[config.mk]
export PLATFORM = sky130hd
export DESIGN_NAME = uart_tx_serializer
export DESIGN_NICKNAME = d
export VERILOG_FILES = /design/src/rtl/uart_tx_serializer.sv
export SDC_FILE = /design/constraint.sdc
export NUM_CORES = 1
export LEC_CHECK = 0
export ABC_AREA = 1
export ABC_CLOCK_PERIOD_IN_PS = 3600
export CORE_MARGIN = 2
export CORE_UTILIZATION = 35
export CTS_BUF_LIST = sky130_fd_sc_hd__clkbuf_8 sky130_fd_sc_hd__clkbuf_16
export CTS_CLUSTER_SIZE = 25
export DETAILED_ROUTE_END_ITERATION = 8
export PLACE_DENSITY_LB_ADDON = 0.05
export SKIP_LAST_GASP = 1
export SLEW_MARGIN = 15
export SYNTH_ARGS = -nofsm -noshare
export SYNTH_HDL_FRONTEND = slang
export SYNTH_SLANG_ARGS = --single-unit
[constraint.sdc]
create_clock -name i_Clk -period 3.6 [get_ports i_Clk]
set_input_delay 0.72 -clock i_Clk [delete_from_list [all_inputs] [get_ports i_Clk]]
set_output_delay 0.72 -clock i_Clk [all_outputs]
set_load 0.005 [all_outputs]
[src/rtl/uart_tx_serializer.sv]
// uart_tx_serializer: 8N1 UART transmitter, one byte per request, registered outputs
module uart_tx_serializer #(
  parameter int CLKS_PER_BIT = 104
) (
  input  logic       i_Clk,
  input  logic       i_Rst,
  input  logic       i_Tx_DV,
  input  logic [7:0] i_Tx_Byte,
  output logic       o_Tx_Active,
  output logic       o_Tx_Serial,
  output logic       o_Tx_Done
);
  localparam int CW = $clog2(CLKS_PER_BIT);
  localparam logic [CW-1:0] LAST = CW'(CLKS_PER_BIT - 1);
  generate
    if (CLKS_PER_BIT < 2) begin : g_bad_param
      $error("uart_tx_serializer: CLKS_PER_BIT must be >= 2");
    end
  endgenerate
  typedef enum logic [2:0] {IDLE, START, DATA, STOP, CLEANUP} state_t;
  state_t state, state_n;
  logic [CW-1:0] cnt, cnt_n;
  logic [2:0] idx, idx_n;
  logic [7:0] data, data_n;
  logic busy, bit_end;
  always_comb begin
    busy = state inside {START, DATA, STOP};
    bit_end = busy && cnt == LAST;
    state_n = state;
    idx_n = idx;
    data_n = data;
    cnt_n = busy && !bit_end ? cnt + 1'b1 : '0;
    unique case (state)
      IDLE: begin
        state_n = i_Tx_DV ? START : IDLE;
        data_n = i_Tx_DV ? i_Tx_Byte : data;
      end
      START: begin
        state_n = bit_end ? DATA : START;
        idx_n = '0;
      end
      DATA: begin
        state_n = bit_end && idx == 3'd7 ? STOP : DATA;
        idx_n = bit_end ? idx + 1'b1 : idx;
      end
      STOP:    state_n = bit_end ? CLEANUP : STOP;
      CLEANUP: state_n = IDLE;
      default: state_n = IDLE;
    endcase
  end
  // outputs follow the current state one cycle later, so every output is a flop
  always_ff @(posedge i_Clk) begin
    if (i_Rst) begin
      state <= IDLE;
      cnt <= '0;
      idx <= '0;
      data <= '0;
      o_Tx_Serial <= 1'b1;
      o_Tx_Active <= 1'b0;
      o_Tx_Done <= 1'b0;
    end else begin
      state <= state_n;
      cnt <= cnt_n;
      idx <= idx_n;
      data <= data_n;
      o_Tx_Serial <= state == START ? 1'b0 : state == DATA ? data[idx] : 1'b1;
      o_Tx_Active <= busy;
      o_Tx_Done <= state == CLEANUP;
    end
  end
endmodule

Fig. 1: run 1, clock distribution
Scale: 10 px per um.
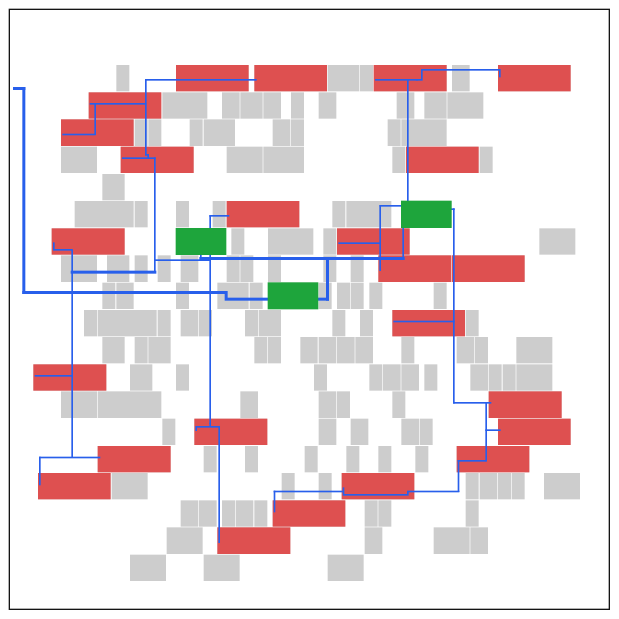
Red shows flip-flops, count 24. Blue shows clock wires, length 323 um. Green shows clock-net drivers, count 3.
There are 4 routed clock nets. Position of the flops: all over the die.
Clk power: 0.156 mW
Late-Pin Clk Latency: 0.26 ns
Clock Power Share: 30.8%
Final Skew: 0.00225 ns

Fig. 2: run 1, supply network
Scale: 8 px per um. Pins as bars on the die edge.
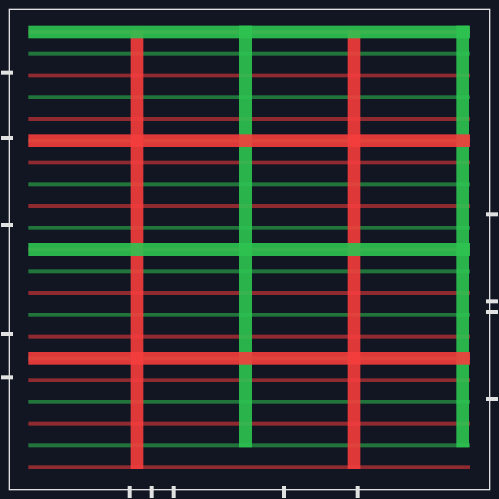
Green shows VDD. Red shows VSS.
4 straps on met5. 4 straps on met4. 14 signal pins sit on the boundary. 21 met1 rails follow the rows. The core has 20 rows.

==> run notes, run 1 <==
run metrics: Worst Hold Slack 0.476 ns, Pwr top registers, combinational group power 0.0631 mW, reg2reg setup slack 2.30 ns, Worst Hold Class reg2reg, Starting DRT DRC Count 22, number of signal-net buffers in the layout 13, Syn Area/Cell 7.64 um2, Sequential Area 480 um2, GPL Wtd Cong 0.709, top-count cell post-synth nor2_1, crit-path max FO 1, logic area 538 um2, P_seq 0.288 mW, total grt overflow 0, Leakage Power 0.517 nW, sequential share of power 56.8%, Synth Seq Share 44.0%, EDFF count, synth 0, wl on met1 1060 um, Worst-Margin Slew 0.368 ns, Comb pwr share 12.4%, Post-Synthesis Cells 143, part of the cycle the worst path needs 49.9%, total power 0.508 mW, met2 WL 843 um, Critical path buffers and inverters 1, Crit Reg-Reg Startpoint cnt[0]$_SDFF_PP0_, row count 20, most instantiated cells after synthesis nor2_1, dfxtp_1, nand2_1, crit path cell chain clkdlybuf4s50_1, Floorplan Nets 157, htree depth 1, cells on worst reg2reg path 8, Net Sw Power 0.125 mW, cells resized by post-CTS repair 0, Setup-failing EPs final 0, initial antenna violation count 0, tapcell count 33, post-route insts no fill 191, status complete, no violations, inverters 18, die height 59.9 um, Comb/total area 41.4%, Ant. Diodes 0, Clk pin slew, worst setup/hold paths 0.08 ns, aoi share 5.84%, Top Layer Used met4, Mapped Area 1090 um2, CTS Hold Bufs 0, met3 wire length 94 um, Worst path slowest cell clkdlybuf4s50_1, final net count 174, Warnings, synthesis 0, Setup Slack @ Placement 1.73 ns, sequential cell area share 37.0%, DR WL/cell 10.6 um, Pint 0.383 mW, final hold vios 0, crit path to o_Tx_Active, GRT Overall Usage 13.1%, CTS Sinks 24, multi-input gates 100, Pre-antenna DRT Iters 4, Inst Count DP 188, area fraction in mux cells 0%, fmax 557 MHz, Startpoint Class flop, Setup Buffers After CTS 0, hpwl dp 1520 um, post-synthesis register bit count 24, non-clk buf share 10.0%, Setup WS post-layout 1.80 ns, seq_cells 24, filler cell count 337, Critical Path Stages 1, Placement Cell Area 1260 um2, io pins 14, vias 906, Cell Pwr Density 391 nW/um2
Fig. 3: run 1, cell density map
Scale: 4 px per um. 12 x 12 tiles, from white (low) to dark blue (high), 0 to 100% covered.
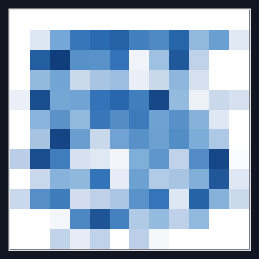
24% of the tiles are nearly empty. The mean over all tiles is 35%. The fullest tile reaches 94%. The densest ninth of the die: centre. 10% of the tiles are over 75% full.
core area: 3000 um2
FP Util: 36.4%
Post-Route Utilization: 43.3%

[run 1: worst min-delay path by stage]
| stage | start | endpoint | slack, ns | cells after the start |
|---|---|---|---|---|
| 6_report | cnt[0]$_SDFF_PP0_ | cnt[0]$_SDFF_PP0_ | 0.48 | 1 |
| 3_5_place_dp | cnt[0]$_SDFF_PP0_ | cnt[0]$_SDFF_PP0_ | 0.45 | 1 |
| 3_3_place_gp | cnt[0]$_SDFF_PP0_ | cnt[0]$_SDFF_PP0_ | 0.46 | 1 |
| 5_1_grt | cnt[0]$_SDFF_PP0_ | cnt[0]$_SDFF_PP0_ | 0.49 | 1 |
| 2_1_floorplan | cnt[0]$_SDFF_PP0_ | cnt[0]$_SDFF_PP0_ | 0.43 | 1 |
| 4_1_cts | cnt[0]$_SDFF_PP0_ | cnt[0]$_SDFF_PP0_ | 0.48 | 1 |
[run 1: cell usage in the layout (no fill, tap or decap), drive strengths merged, types with 2 or more instances in the layout]
cell type,netlist,layout
o21ai,9,9
nor2,37,37
a21oi,3,3
inv,17,17
dfxtp,24,24
ha,3,3
nand2,21,21
xnor2,2,2
clkbuf,0,3
nor3,5,5
nand3,16,16
clkdlybuf4s50,0,13
[run 1: flip-flops by register name, indices dropped and copies added (netlist names)]
register	flops
idx	3
o_Tx_Serial	1
o_Tx_Done	1
o_Tx_Active	1
data	8
cnt	7
state	3
[run 1: worst register-to-register path, stage by stage (launching register included)]
cell     delay, ns
dfxtp_1       0.39
ha_1          0.24
nand3_2       0.11
nor2_4        0.17
inv_2         0.07
nand2_1       0.06
nand3_1       0.07
nand2_1       0.06
inv_1         0.04
[run 1: routing by layer]
metal | up-vias | GRT usage (%)
met5 | - | 0
met4 | 0 | 3.81
met3 | 4 | 3.90
met2 | 20 | 19.4
met1 | 394 | 18.2
li1 | 488 | -
Fig. 4: run 1, routed metal, one colour a layer
Scale: 10 px per um. Only two layers are drawn.
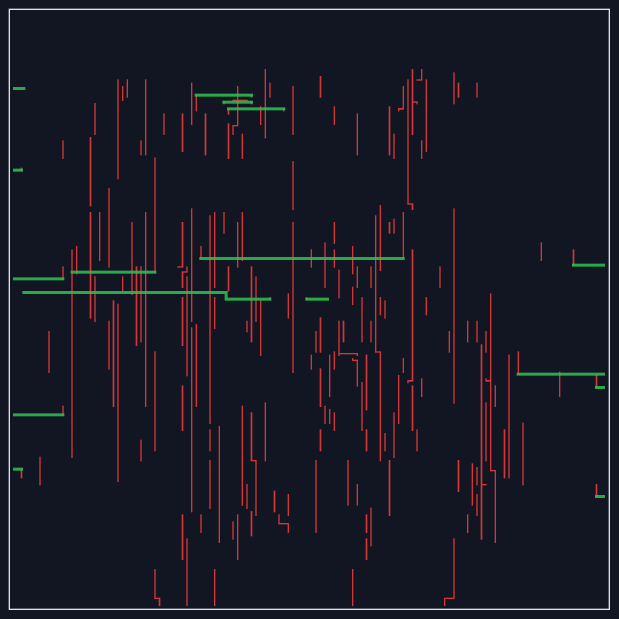

==> run 1 -> run 2 <==
--- a/config.mk
+++ b/config.mk
@@ -6,7 +6,7 @@
 export NUM_CORES = 1
 export LEC_CHECK = 0
 export ABC_AREA = 1
-export ABC_CLOCK_PERIOD_IN_PS = 3600
+export ABC_CLOCK_PERIOD_IN_PS = 1550
 export CORE_MARGIN = 2
 export CORE_UTILIZATION = 35
 export CTS_BUF_LIST = sky130_fd_sc_hd__clkbuf_8 sky130_fd_sc_hd__clkbuf_16
==> constraint.sdc (replaced) <==
create_clock -name i_Clk -period 1.55 [get_ports i_Clk]
set_input_delay 0.31 -clock i_Clk [delete_from_list [all_inputs] [get_ports i_Clk]]
set_output_delay 0.31 -clock i_Clk [all_outputs]
set_load 0.005 [all_outputs]
Fig. 5: run 2, routed metal, one colour a layer
Scale: 10 px per um. Only two layers are drawn.
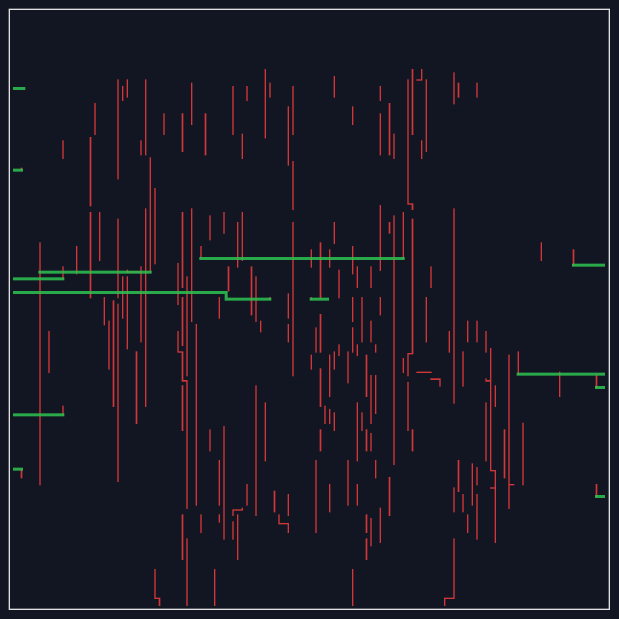
Green shows M3, wire length 83.9 um. Red shows M2, wire length 806 um.

==> run 2 against run 1 <==
  * Worst setup slack worse by 1.6 ns
  * Flip-flop count unchanged
  * Via count decreased by 0.44%
  * Non-clock buffer count is the same
  * Die size unchanged
  * Global-route usage unchanged
  * Routed wire length fell by 0.35%
  * Area after synthesis is the same
==> run notes, run 2 <==
run metrics: Floorplan Nets 157, largest registers data x8, cnt x7, max reg flops 8, Worst-Margin Slew 0.383 ns, Final Skew 0.00214 ns, part of the cycle the worst path needs 89.4%, GR peak layer met1, crit-path max FO 1, inverters 18, FP Util 36.4%, number of signal-net buffers in the layout 13, Comb pwr share 12.5%, initial antenna violation count 0, Ant. Diodes 0, crit path to o_Tx_Active, final hold vios 0, Synth Seq Share 44.0%, CTS Sinks 24, total grt overflow 0, htree depth 1, post-synthesis register bit count 24, Leakage Power 0.517 nW, met1 GRT Util 18.9%, Late-Pin Clk Latency 0.26 ns, sequential cell area share 37.0%, Clock Power Share 30.6%, Pint 0.889 mW, top-count cell post-synth nor2_1, Setup Buffers After CTS 0, hpwl dp 1510 um, die height 59.9 um, Comb/total area 41.4%, most frequent logic cell in the layout nor2_1, Post-Synthesis Cells 143, Worst path slowest cell clkdlybuf4s50_1, cells resized by post-CTS repair 0, reg2reg setup slack 0.25 ns, Pre-antenna DRT Iters 4, most frequent cells in the layout nor2_1, dfxtp_1, nand2_1, nand3_1, clkdlybuf4s50_1, sequential share of power 56.9%, Syn Area/Cell 7.64 um2, Clk pin slew, worst setup/hold paths 0.08 ns, Final Max Tran Viols 0, Crit Reg-Reg Startpoint cnt[0]$_SDFF_PP0_, Sequential Area 480 um2, tapcell count 33, met3 wire length 83 um, met2 WL 805 um, CTS Hold Bufs 0, filler cell count 338, most instantiated cells after synthesis nor2_1, dfxtp_1, nand2_1, DR DRC count 0, vias 902, non-clk buf share 10.0%, Starting DRT DRC Count 28, largest net degree at the start of global routing 14, Worst Hold Class reg2reg, Critical Path Stages 1, Critical path buffers and inverters 1, status complete, no violations, fmax 722 MHz, Warnings, synthesis 0, GPL Wtd Cong 0.709, wl on met1 1100 um, Mapped Area 1090 um2, DR WL/cell 10.5 um, Top Layer Used met4, Startpoint Class flop, GRT met3 Usage 3.90%, crit path cell chain clkdlybuf4s50_1, multi-input gates 100, Cell Pwr Density 905 nW/um2, cells on worst reg2reg path 8, Biggest register data, core area 3000 um2, Net Sw Power 0.288 mW, CP delay by family, top buffers and inverters, Root Driver clkbuf_8, EDFF count, synth 0, final net count 174, seq_cells 24, Worst Hold Slack 0.472 ns, routing usage on met2 18.6%
Fig. 6: run 2, cell density map
Scale: 4 px per um. 12 x 12 tiles, from white (low) to dark blue (high), 0 to 100% covered.
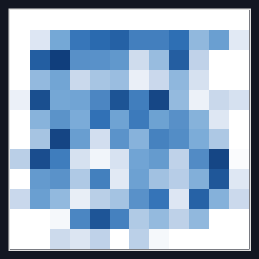

==> run 2: cell counts in the layout (fill, tap and decap cells not counted) <==
Identical to the previous run, type by type.
==> run 2: logic make-up (layout without fill, tap and decap cells) <==
group | after synthesis | after routing | share of synthesized area (%)
xor gates and xnor gates | 2 | 2 | 1.60
buffers and inverters | 19 | 34 | 6.76
DFF | 24 | 24 | 44.0
and+or+nand+nor | 83 | 83 | 38.4
adders and majority gates | 3 | 3 | 3.44
AOI/OAI and AO/OA | 12 | 12 | 5.84
==> run 2: power by group through the flow <==
stage	combinational, mW	sequential (mW)	clock, mW
after detailed placement	0.149	0.685	0
final	0.147	0.670	0.360
after floorplan	0.0967	0.679	0
after global placement	0.147	0.685	0
after CTS	0.149	0.670	0.383
after global routing	0.170	0.674	0.403
==> run 2: metrics by stage <==
step                utilization [%]  power, mW  std cells  setup slack [ns]  area [um2]
floorplan                         -      0.776        143             0.392        1090
global placement               41.9      0.831        188             0.103        1260
detailed placement             41.9      0.834        188            0.0862        1260
CTS                            43.3       1.20        191             0.150        1300
global route                   43.3       1.25        191             0.103        1300
finish                         43.3       1.18        191             0.165        1300
==> run 2: worst min path at each step <==
stage                      start                   to  slack [ns]  depth (start not counted)
6_report       cnt[0]$_SDFF_PP0_    cnt[0]$_SDFF_PP0_        0.47                          1
4_1_cts        cnt[0]$_SDFF_PP0_    cnt[0]$_SDFF_PP0_        0.48                          1
2_1_floorplan              i_Rst  state[0]$_SDFF_PP0_        0.38                          1
5_1_grt        cnt[0]$_SDFF_PP0_    cnt[0]$_SDFF_PP0_        0.49                          1
3_3_place_gp   cnt[0]$_SDFF_PP0_    cnt[0]$_SDFF_PP0_        0.46                          1
3_5_place_dp   cnt[0]$_SDFF_PP0_    cnt[0]$_SDFF_PP0_        0.45                          1
Fig. 7: run 2, supply network
Scale: 8 px per um. Pins as bars on the die edge.
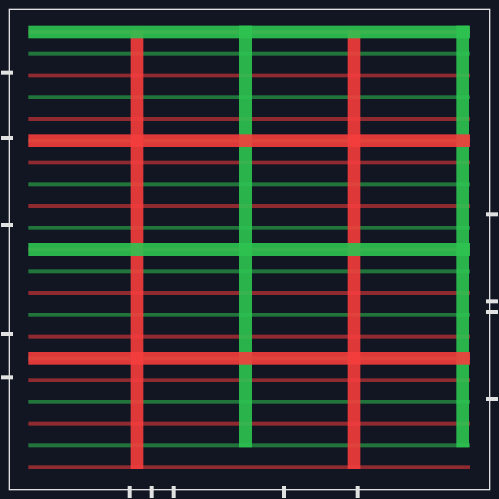

==> run 2 -> run 3 <==
--- a/config.mk
+++ b/config.mk
@@ -5,8 +5,8 @@
 export SDC_FILE = /design/constraint.sdc
 export NUM_CORES = 1
 export LEC_CHECK = 0
-export ABC_AREA = 1
 export ABC_CLOCK_PERIOD_IN_PS = 1550
+export CAP_MARGIN = 20
 export CORE_MARGIN = 2
 export CORE_UTILIZATION = 35
 export CTS_BUF_LIST = sky130_fd_sc_hd__clkbuf_8 sky130_fd_sc_hd__clkbuf_16
Fig. 8: run 3, supply network
Scale: 8 px per um. Pins as bars on the die edge.
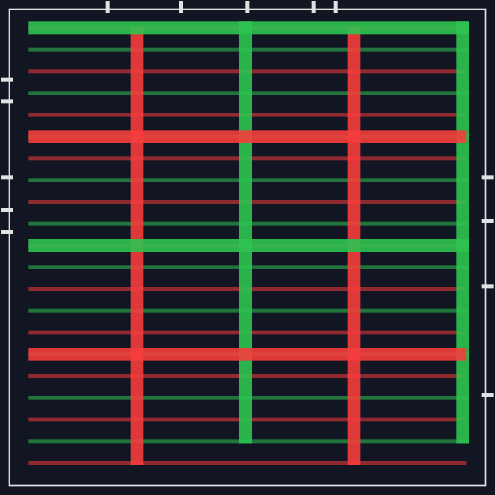
Green shows VDD. Red shows VSS.
4 straps on met5. 14 signal pins sit on the boundary. 4 straps on met4. 21 met1 rails follow the rows. The core has 20 rows.
die height: 59.4 um
die width: 59.4 um
maximum VDD drop: 0.000426 V
core area: 2980 um2

Fig. 9: run 3, congestion heat map
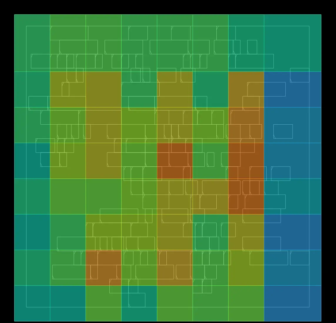
routing usage on met2: 19.6%
GRT met3 Usage: 2.62%
met1 GRT Util: 17.8%
GRT Overall Usage: 13.1%

==> run 3 against run 2 <==
  * Clock-buffer cell count up 1
  * Worst setup slack worse by 0.057 ns
  * Register-to-register slack worse by 0.14 ns
  * Highest routed layer unchanged
==> run notes, run 3 <==
run metrics: Root Driver clkbuf_8, DR DRC count 0, Late-Pin Clk Latency 0.26 ns, Setup Buffers After CTS 0, Worst Hold Class reg2reg, Finished Cell Area 1350 um2, HP Start cnt[0]$_SDFF_PP0_, tapcell count 33, input/output buffers 13, Syn Area/Cell 8.86 um2, logic area 556 um2, reg2reg setup slack 0.11 ns, Worst Hold Endpoint cnt[0]$_SDFF_PP0_, Clk pin slew, worst setup/hold paths 0.08 ns, Critical path buffers and inverters 0, filler cell count 296, multi-input gates 88, final hold vios 0, hpwl dp 1510 um, Yosys chip area 1070 um2, Comb pwr share 8.3%, DR WL/cell 11.4 um, Worst path slowest cell mux4_2, cells on worst reg2reg path 3, Setup WS post-layout 0.108 ns, largest net degree at the start of global routing 16, Post-Synthesis Cells 121, Net Sw Power 0.243 mW, Pre-antenna DRT Iters 3, top-count cell post-synth dfxtp_1, Setup-failing EPs final 0, GPL Wtd Cong 0.669, crit-path max FO 3, FP Util 36.0%, sequential share of power 55.8%, Inst Count DP 171, final net count 157, inverters 3, non-clk buf share 15.2%, Mapped Area 1070 um2, crit path cell chain mux4_2, nor2b_1, o32a_1, status complete, no violations, most frequent cells in the layout dfxtp_1, nand2_1, nor2_1, clkdlybuf4s50_1, buf_4, Pint 0.918 mW, # Cells Yosys 121, row count 20, Ant. Diodes 0, Cell Pwr Density 859 nW/um2, CTS Sinks 24, htree depth 1, max reg flops 8, io pins 14, Biggest register data, Starting DRT DRC Count 25, clock buffer count in the final layout 4, CP delay by family, top multiplexers, fmax 694 MHz, seq_cells 24, Leakage Power 0.530 nW, Warnings, synthesis 0, most instantiated cells after synthesis dfxtp_1, nand2_1, nor2_1, Startpoint Class flop, Final Max Tran Viols 0, total power 1.16 mW, Sequential Area 483 um2, part of the cycle the worst path needs 93.0%, Post-Route Utilization 45.4%, Synth Seq Share 44.8%, EDFF count, synth 0, Setup Slack @ Placement -0.00619 ns, Comb/total area 41.1%, post-route insts no fill 175, Clock Power Share 35.8%, Floorplan Nets 135, total grt overflow 0, Placement Cell Area 1290 um2, initial antenna violation count 0, Worst Hold Slack 0.439 ns, number of signal-net buffers in the layout 23, most frequent logic cell in the layout dfxtp_1
run 3: cells by family (layout without fill, tap and decap cells):
group / count (synthesis) / in the layout / share of synthesized area [%]
buf+inv: 9 / 30 / 3.85
fa+ha+maj: 3 / 3 / 3.50
compound gates: 16 / 16 / 8.99
flops: 24 / 24 / 44.8
xor+xnor: 5 / 5 / 4.08
mux: 5 / 5 / 5.95
simple gates: 59 / 59 / 28.8
run 3: routing by layer:
| metal | up-vias | routed length, um | track usage (%) |
|---|---|---|---|
| met5 | - | 0 | 0 |
| met4 | 0 | 41 | 6.82 |
| met3 | 4 | 51 | 2.62 |
| met2 | 11 | 872 | 19.6 |
| met1 | 380 | 1030 | 17.8 |
| li1 | 459 | - | - |
run 3: worst max path at each step:
stage                     slack, ns  cells past startpoint                 from                     end
final                          0.11                      3  idx[0]$_SDFFE_PP0P_  o_Tx_Serial$_SDFF_PP1_
after global placement         0.03                      6                i_Rst       cnt[5]$_SDFF_PP0_
after global routing          0.004                      6    cnt[0]$_SDFF_PP0_     idx[1]$_SDFFE_PP0P_
after floorplan                0.06                      4  idx[0]$_SDFFE_PP0P_  o_Tx_Serial$_SDFF_PP1_
after CTS                      0.05                      3  idx[0]$_SDFFE_PP0P_  o_Tx_Serial$_SDFF_PP1_
after detailed placement     -0.006                      6                i_Rst       cnt[5]$_SDFF_PP0_
run 3: power by group through the flow:
stage / Combinational (mW) / Clock, mW / Sequential, mW
after floorplan: 0.0500 / 0 / 0.657
after global placement: 0.0970 / 0 / 0.663
after detailed placement: 0.0985 / 0 / 0.663
after CTS: 0.0985 / 0.424 / 0.649
after global routing: 0.108 / 0.453 / 0.652
final: 0.0965 / 0.416 / 0.648
run 3: what timing repair did:
action,4_1_cts,5_1_grt
resized,0,3
hold buffers,0,0
setup endpoints to repair,0,5
Power is estimated from default activity; no workload was simulated.
